**Wiring by layer**

Drawn at 4 px/um.
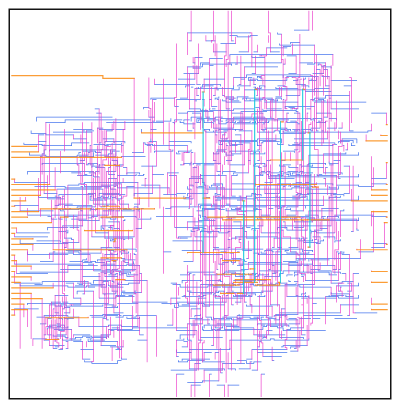
**I/O nets highlighted**

Drawn at 4 px/um.
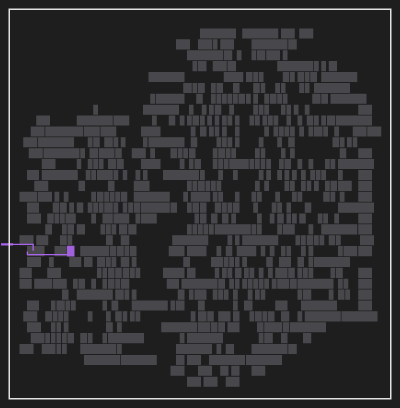
`config.mk`:
```
export PLATFORM = sky130hd
export DESIGN_NAME = mc_control_fsm
export DESIGN_NICKNAME = d
export VERILOG_FILES = /design/src/rtl/mips_ctrl_pkg.sv /design/src/rtl/ctrl_decode.sv /design/src/rtl/mc_control_fsm.sv
export SDC_FILE = /design/constraint.sdc
export NUM_CORES = 1
export LEC_CHECK = 0
export ABC_AREA = 1
export CORE_AREA = 2 2 93 95
export DETAILED_ROUTE_END_ITERATION = 6
export DIE_AREA = 0 0 95 97
export GPL_TIMING_DRIVEN = 0
export PLACE_DENSITY = 0.75
export SYNTH_ARGS = -nofsm -noshare
export SYNTH_HDL_FRONTEND = slang
export SYNTH_SLANG_ARGS = --single-unit
```
`constraint.sdc`:
```
create_clock -name clk -period 3.3 [get_ports clk]
set_input_delay 0.825 -clock clk [delete_from_list [all_inputs] [get_ports clk]]
set_output_delay 0.825 -clock clk [all_outputs]
set_load 0.02 [all_outputs]
```
`src/rtl/mips_ctrl_pkg.sv`:
```
// Shared encodings for the multicycle MIPS control unit: phase one-hots,
// opcodes, ALU/PC-select codes and the decoded control word.
package mips_ctrl_pkg;

  localparam int unsigned STATE_W   = 6;
  localparam int unsigned OP_W      = 6;
  localparam int unsigned RETIRED_W = 32;

  // The execute stage compares against this same constant.
  localparam logic [STATE_W-1:0] EX = 6'b000100;

  typedef enum logic [STATE_W-1:0] {
    S_IF   = 6'b000001,
    S_ID   = 6'b000010,
    S_EX   = EX,
    S_MEM  = 6'b001000,
    S_WB   = 6'b010000,
    S_HALT = 6'b100000
  } state_t;

  localparam logic [OP_W-1:0] OP_R    = 6'b000000;
  localparam logic [OP_W-1:0] OP_LW   = 6'b100011;
  localparam logic [OP_W-1:0] OP_SW   = 6'b101011;
  localparam logic [OP_W-1:0] OP_BEQ  = 6'b000100;
  localparam logic [OP_W-1:0] OP_ADDI = 6'b001000;
  localparam logic [OP_W-1:0] OP_J    = 6'b000010;
  localparam logic [OP_W-1:0] OP_HALT = 6'b111111;

  localparam logic [1:0] ALU_ADD   = 2'b00;
  localparam logic [1:0] ALU_SUB   = 2'b01;
  localparam logic [1:0] ALU_RTYPE = 2'b10;

  localparam logic [1:0] PC_SEQ    = 2'b00;
  localparam logic [1:0] PC_BRANCH = 2'b01;
  localparam logic [1:0] PC_JUMP   = 2'b10;

  typedef struct packed {
    logic [1:0] alu_op;
    logic       alu_src;
    logic       reg_dst;
    logic       reg_write;
    logic       mem_to_reg;
    logic       mem_read;
    logic       mem_write;
    logic       ir_write;
    logic       pc_write;
    logic [1:0] pc_src;
    logic       illegal;
  } ctrl_t;

  function automatic logic is_legal(input logic [OP_W-1:0] op);
    case (op)
      OP_R, OP_LW, OP_SW, OP_BEQ, OP_ADDI, OP_J, OP_HALT: return 1'b1;
      default: return 1'b0;
    endcase
  endfunction

endpackage

```
`src/rtl/ctrl_decode.sv`:
```
// Combinational strobe decoder: phase and latched opcode to datapath controls.
// ID looks at the live opcode because op_q is only loaded when ID ends.
module ctrl_decode
  import mips_ctrl_pkg::*;
(
  input  state_t          state_q,
  input  logic [OP_W-1:0] op_q,
  input  logic [OP_W-1:0] opcode,
  input  logic            zero,
  input  logic            mem_ready,
  output ctrl_t           ctrl
);

  always_comb begin
    ctrl = '0;

    // ALU setup is established in EX and held until the instruction ends.
    if (state_q inside {S_EX, S_MEM, S_WB}) begin
      case (op_q)
        OP_R: ctrl.alu_op = ALU_RTYPE;
        OP_LW, OP_SW, OP_ADDI: begin
          ctrl.alu_op  = ALU_ADD;
          ctrl.alu_src = 1'b1;
        end
        OP_BEQ: ctrl.alu_op = ALU_SUB;
        default: ;
      endcase
    end

    case (state_q)
      S_IF: begin
        ctrl.mem_read = 1'b1;
        if (mem_ready) begin
          ctrl.ir_write = 1'b1;
          ctrl.pc_write = 1'b1;
          ctrl.pc_src   = PC_SEQ;
        end
      end
      S_ID: begin
        ctrl.illegal = ~is_legal(opcode);
        if (opcode == OP_J) begin
          ctrl.pc_write = 1'b1;
          ctrl.pc_src   = PC_JUMP;
        end
      end
      S_EX: begin
        if (op_q == OP_BEQ) begin
          ctrl.pc_write = zero;
          ctrl.pc_src   = PC_BRANCH;
        end
      end
      S_MEM: begin
        ctrl.mem_read  = (op_q == OP_LW);
        ctrl.mem_write = (op_q == OP_SW);
      end
      S_WB: begin
        ctrl.reg_write  = 1'b1;
        ctrl.reg_dst    = (op_q == OP_R);
        ctrl.mem_to_reg = (op_q == OP_LW);
      end
      default: ;
    endcase
  end

endmodule

```
`src/rtl/mc_control_fsm.sv`:
```
// Multicycle MIPS main control: phase register, latched opcode and retired
// instruction counter, with strobes decoded by ctrl_decode.
module mc_control_fsm
  import mips_ctrl_pkg::*;
(
  input  logic                 clk,
  input  logic                 reset,
  input  logic [OP_W-1:0]      opcode,
  input  logic                 zero,
  input  logic                 mem_ready,
  output logic [STATE_W-1:0]   state,
  output logic [1:0]           ALUop,
  output logic                 ALUSrc,
  output logic                 RegDst,
  output logic                 RegWrite,
  output logic                 MemtoReg,
  output logic                 MemRead,
  output logic                 MemWrite,
  output logic                 IRWrite,
  output logic                 PCWrite,
  output logic [1:0]           PCSrc,
  output logic                 illegal,
  output logic [RETIRED_W-1:0] retired
);

  state_t          state_q;
  logic [OP_W-1:0] op_q;
  ctrl_t           dec;
  ctrl_t           ctrl;

  always_ff @(posedge clk or posedge reset) begin
    if (reset) begin
      state_q <= S_IF;
      op_q    <= '0;
      retired <= '0;
    end else begin
      case (state_q)
        S_IF: if (mem_ready) state_q <= S_ID;
        S_ID: begin
          op_q <= opcode;
          case (opcode)
            OP_R, OP_LW, OP_SW, OP_BEQ, OP_ADDI: state_q <= S_EX;
            OP_J: begin
              state_q <= S_IF;
              retired <= retired + RETIRED_W'(1);
            end
            OP_HALT: state_q <= S_HALT;
            default: state_q <= S_IF;
          endcase
        end
        S_EX: begin
          case (op_q)
            OP_R, OP_ADDI: state_q <= S_WB;
            OP_LW, OP_SW:  state_q <= S_MEM;
            OP_BEQ: begin
              state_q <= S_IF;
              retired <= retired + RETIRED_W'(1);
            end
            default: state_q <= S_IF;
          endcase
        end
        S_MEM: begin
          if (mem_ready) begin
            if (op_q == OP_LW) begin
              state_q <= S_WB;
            end else begin
              state_q <= S_IF;
              retired <= retired + RETIRED_W'(1);
            end
          end
        end
        S_WB: begin
          state_q <= S_IF;
          retired <= retired + RETIRED_W'(1);
        end
        S_HALT: state_q <= S_HALT;
        default: state_q <= S_IF;
      endcase
    end
  end

  ctrl_decode u_decode (
    .state_q   (state_q),
    .op_q      (op_q),
    .opcode    (opcode),
    .zero      (zero),
    .mem_ready (mem_ready),
    .ctrl      (dec)
  );

  // Strobes are forced quiet while reset is held so no write can slip out.
  always_comb begin
    ctrl = reset ? '0 : dec;
  end

  assign state    = state_q;
  assign ALUop    = ctrl.alu_op;
  assign ALUSrc   = ctrl.alu_src;
  assign RegDst   = ctrl.reg_dst;
  assign RegWrite = ctrl.reg_write;
  assign MemtoReg = ctrl.mem_to_reg;
  assign MemRead  = ctrl.mem_read;
  assign MemWrite = ctrl.mem_write;
  assign IRWrite  = ctrl.ir_write;
  assign PCWrite  = ctrl.pc_write;
  assign PCSrc    = ctrl.pc_src;
  assign illegal  = ctrl.illegal;

endmodule

```
==> results_slide.txt <==
Physical Implementation Snapshot

Drt
  • Max Used Layer: met4
  • Met2 wire length: 4.32 mm
  • Vias/cell: 5.07
  • Wire length on met1: between 3 and 4 mm
  • Drt drc: 0
  • Drt pass-1 iters: 5

Power and ir drop
  • Combinational power: between 600 and 700 uW
  • Pwr per Cell Area: about 410 nW/um2
  • Top Consumer: registers
  • Clk pwr: between 300 and 400 uW
  • Cell Int Power: 1.03 mW
  • Sequential Power: 693 uW
  • Pleak: 1.90 nW
  • Tot Pwr: 1.69 mW
  • Seq pwr share: 40.9%
  • Clock power frac: 21.6%
  • Sw Ratio: 39.2%

Floorplanning
  • Total core area: between 8000 and 9000 um2
  • # rows: 33
  • DIE AREA: 9220 um2
  • Die H: 97 um

Worst setup path
  • CP Class: in -> out
  • Critical Path Sink Type: primary output
  • Most numerous cell on the critical path: clkdlybuf4s50_1
  • Worst Setup Start Kind: primary input
  • Kind of cell adding the most delay to the critical path: buffers and inverters
  • Crit-path max cell delay: ~550 ps
  • Crit-path max FO: 10
  • Crit path max-delay cell type: clkdlybuf4s50_1
  • R2R Path Start: retired[0]$_DFFE_PP0P_
  • Critical Path AT: approximately 2400 ps
  • WP buf/inv: 3
  • FF-to-FF path depth: 9

Worst hold path
  • Hold path endpoint: op_q[4]$_DFFE_PP0P_
  • Min-delay worst type: reg -> reg
  • Hold Startpoint: op_q[4]$_DFFE_PP0P_
  • Hold path cells: 2

Place
  • Post-Place Worst Slack: -305 ps
  • Dpl cells: 673
  • Post-DP HPWL: 7.05 mm

Synth
  • Cell type with the largest total area: dfrtp_1
  • Synth Warn #: 0
  • Synth Flop Type: dfrtp_1
  • Top post-synthesis cells by count: nand2_1, nor2_1, nand3_1
  • Yosys Chip Area: 3230 um2
  • Distinct cell type count after synthesis: 26
  • Cells after Synth: 507
  • Synth top area cells: dfrtp_1, nand2_1, nand3_1
  • Mean area per synthesized cell: 6.37 um2
  • Total nets after synthesis: 518
  • Area leader share: 33.3%
  • Cell count listed in synth_stat.txt: ~510
  • Number of synthesized flops with an enable pin: 0

Final timing
  • Max Transition Viols Final: 0
  • Hold WS: 528 ps
  • Setup Total Neg Slack: 0 ps
  • Endpoints failing setup: 0
  • Worst-Margin Slew: 471 ps
  • PnR worst setup slack: 76.6 ps
  • Final Critical Period: between 3000 and 4000 ps
  • Fmax: 310 MHz

Final layout
  • Final non-filler cell total: about 700
  • Syn-to-layout area delta: 26.5%
  • Post-layout util: about half
  • Share of cells above drive strength 1: roughly a tenth
  • Non-clock buffers: 74
  • Non-CTS inverters: 50
  • N_diodes: 0
  • Logic Gate Count: 401
  • Most numerous logic cells after layout: nand2_1, nor2_1, nand3_1
  • Fillers: roughly 800
  • Clk_buf instances: 7
  • Logic area: 1850 um2
  • Clk cell area share: 2.36%
  • Seq_cells: 44
  • Biggest Area Class: logic gates

Clock tree
  • CTS tree: built
  • Total CTS buffers: 5
  • Clock Path Buffers: 2
  • Root buffer cell: clkbuf_8
  • CTS Sinks: between 40 and 50
  • Clk latency late pin: 300 ps
  • Clk slew on worst S/H paths: 80 ps
  • Post-CTS sizing: 10
  • Cts hold-fix bufs: 0
  • Post-CTS Setup Inserts: 1

Global route
  • First-pass GRT wire length: 15.4 mm
  • GR Util met1: 26.8%
  • Gr ovfl total: 0
  • Vias in the first global route: 3357
  • Grt met3 use: 3.66%
  • GR peak layer: met2
  • Largest net degree at the start of global routing: 30

Status
  • Outcome: completed

Run
  • Tool warning count: 26
Back to the opening pictures, 'wiring by layer':
Key: magenta = M2 [wire length 4330 um]; blue = M1 [wire length 3900 um]; orange = M3 [wire length 500 um]; cyan = M4 [wire length 198 um]
Total Wirelength: 8.92 mm
vias: 3451
total track usage: 20.7%
routed length per instance: 13.1 um

Back to the opening pictures, 'I/O nets highlighted':
Key: purple = MemtoReg [bits 1, direction output, edge left, end cells 1, buffers 1, wire 17.6 um]
IO Port Bufs: 60
I/O Pins: 61

==> how the worst max path moves through the flow <==
stage	depth (start not counted)	startpoint	slack [ps]	to
2_1_floorplan	3	reset	150	ALUSrc
3_3_place_gp	5	reset	-1240	ALUSrc
3_5_place_dp	6	reset	-310	ALUSrc
4_1_cts	4	reset	20	IRWrite
5_1_grt	4	reset	0.5	PCSrc[0]
6_report	4	reset	80	RegWrite
==> cell families after synthesis <==
group                      share of synthesized area [%]
AOI/OAI and AO/OA                                   2.71
and+or+nand+nor                                     51.2
xor gates and xnor gates                            2.98
DFF                                                 34.1
buffers and inverters                               8.56
adders and majority gates                          0.387
==> sequential cells by signal (all words and copies together) (netlist names) <==
signal,flops
state,6
op_q,6
retired,32
Power figures rest on the tool's default switching activity, not on a simulated workload.
